Design karekok_alici_8bit, sky130hd; sources not shown.
run_1/met2.png
Bar = 20 um.
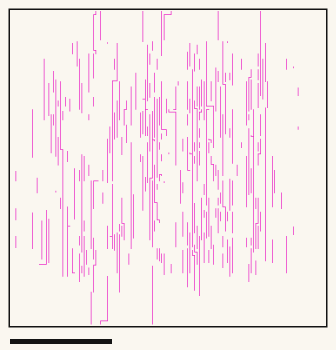
main direction: vertical
share of all routed wire: 48%
wirelength, routed: 2.96 mm
met2 Track Usage GR: 30.0%
vias post-DR: 1,227

run_1/metal_stack.png
Bar = 20 um. Only two layers are drawn.
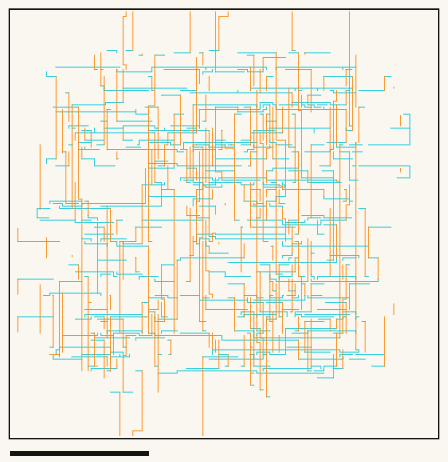
[cyan] met1 | wire length: 1,370 um
[orange] met2 | wire length: 1,430 um
DR WL/cell: 13.1 um
total track usage: 17.9%

run_1/pdn.png
Bar = 20 um. Pins as bars on the die edge.
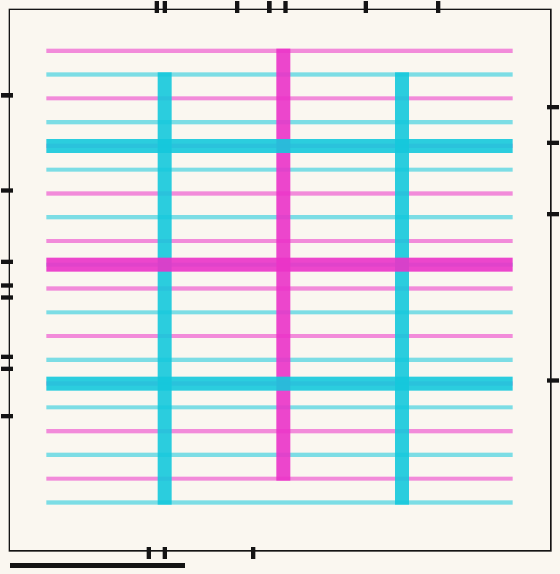
[cyan] VSS
[magenta] VDD
met1 rails: 20
met5 straps: 3
rows: 19
met4 straps: 3
Die X-Extent: 61.8 um
worst vdd ir: 528 uV
Die Y: 61.8 um

==> summary.txt, run 1 <==
yosys + openroad results -> status=finished, final reports clean, Setup Fix Bufs, Post-CTS=0, Cell Type Count=40, PostCTS Resize Cnt=0, DR vias/cell=5.41, M1 WL=1.37 mm, slowest stage cell, crit path=dfxtp_1, Reg area=601 sq um, flop share of the area=33.1%, pre-CTS WS=0.600 ns, invs w/o clock=12, synth cell count leaders=30 x dfxtp_1, 23 x nand2_1, 16 x nor2_1, First-pass DRT Iterations=6, min Tclk post-route=2.06 ns, fillers=237, antenna violations before repair=0, clock share of power=40.0%, Combinational Power Share=24.6%, seq pwr=486 uW, Flops=30, clock buffer count=6, Reg power frac=35.3%, PwrDens=758 mW/mm^2, die area=0.00382 sq mm, biggest cell delay along the critical path=0.30 ns, Synth Instances=172, P_sw=399 uW, CTS root buf=clkbuf_8, Mapped Area=0.00145 sq mm, NumNets Final=213, Residual DRC=0, largest net degree at the start of global routing=22, dominant class by area=multi-input combinational cells, Tcrit/Tclk final=75.0%, Final Hold Viols=0, Clock group=551 uW, CTS H-tree lvls=2, worst-case clock buffer depth=2, Internal Power=977 uW, I/O Pins=22, RSZ-0062 raised after global routing=no, fraction of layout cells with a size suffix above 1=15.8%, critical path arrival=1.24 ns, Yosys reg bits=30, main flop type=dfxtp_1, Late-Pin Clk Latency=0.28 ns, CP endpoint kind=primary output, Placed Area=0.00167 sq mm, MUX area fraction=3.81%, min-delay worst type=reg -> reg, Initial DRC Count=36, post-synthesis async set-or-reset flop share=0%, skew final=0.00724 ns, PnR worst setup slack=0.687 ns, Basic Gates by Area=20.5%, top-count cell post-synth=dfxtp_1, Post-Route Utilization=65.8%, Global Route met3 Usage=6.40%, fin cells=227, grt total ovfl=0, number of cells in Yosys stat=172, DR WL met3=119 um, FP Rows=19, comb. cell area=763 sq um, top power consumer group=the clock network, yosys stat area=0.00145 sq mm, Post-Syn Nets=190, # setup viols final=0, Final ANT Viol Nets=0, buffers plus inverters on the worst setup path=2, post-DP HPWL=2.20 mm
==> run 2: changes to the inputs <==
ABC_CLOCK_PERIOD_IN_PS = 2000   (was 2750)
clock period = 2 ns   (was 2.75 ns; I/O delays follow)
==> summary.txt, run 2 <==
yosys + openroad results -> status=finished, final reports clean, pre-CTS WS=0.0269 ns, Reg power frac=39.2%, main flop type=dfxtp_1, NumNets Final=219, Residual DRC=0, FP Rows=19, Post-Syn Nets=190, met2 Track Usage GR=32.0%, Cell Type Count=40, buffers plus inverters on the worst setup path=2, fillers=214, P_sw=573 uW, Tcrit/Tclk final=96.2%, post-DP HPWL=2.31 mm, Die Y=61.8 um, Internal Power=1150 uW, First-pass DRT Iterations=4, Combinational Power Share=31.6%, Setup Fix Bufs, Post-CTS=0, MUX area fraction=3.81%, Reg area=601 sq um, slowest stage cell, crit path=or4_1, CTS H-tree lvls=2, Yosys reg bits=30, Die X-Extent=61.8 um, seq pwr=676 uW, comb. cell area=788 sq um, DR vias/cell=5.60, number of cells in Yosys stat=172, Basic Gates by Area=20.5%, Clock group=504 uW, PostCTS Resize Cnt=0, fin cells=233, M1 WL=1.36 mm, invs w/o clock=12, Mapped Area=0.00145 sq mm, # setup viols final=0, yosys stat area=0.00145 sq mm, PnR worst setup slack=0.0766 ns, worst-case clock buffer depth=2, min-delay worst type=reg -> reg, worst vdd ir=738 uV, fraction of layout cells with a size suffix above 1=20.3%, Final ANT Viol Nets=0, die area=0.00382 sq mm, RSZ-0062 raised after global routing=yes
run_2/met3.png
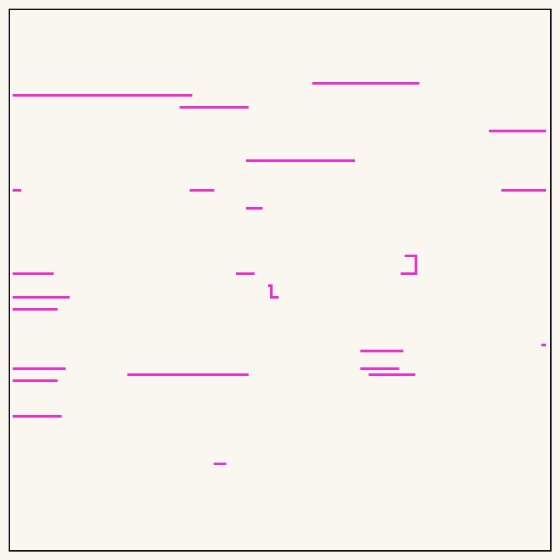
wire length on this layer: 137 um
longest straight run: 20.2 um
main direction: horizontal
Global Route met3 Usage: 5.58%
wirelength, routed: 3.19 mm
vias post-DR: 1,304

run_2/final_clocks.png
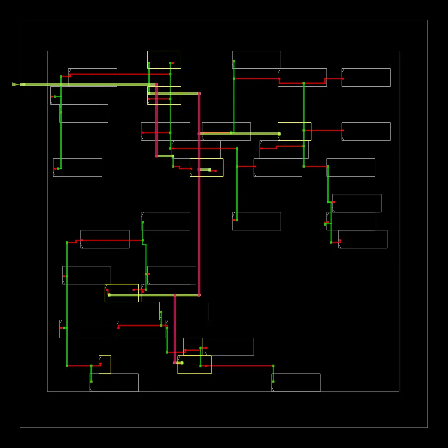
Flops: 30
skew final: 0.00757 ns
Sinks on Clock Net: 30
Inserted Clock Buffers: 5
clock buffer count: 6

run_2/metal_stack.png
Bar = 20 um. Only two layers are drawn.
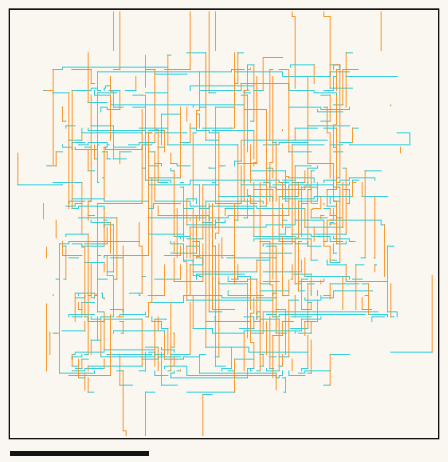
[orange] met2 | wire length: 1,650 um
[cyan] met1 | wire length: 1,360 um
total track usage: 19.1%
DR WL/cell: 13.7 um

No activity file was given, so power comes from the tool's default toggle rates.
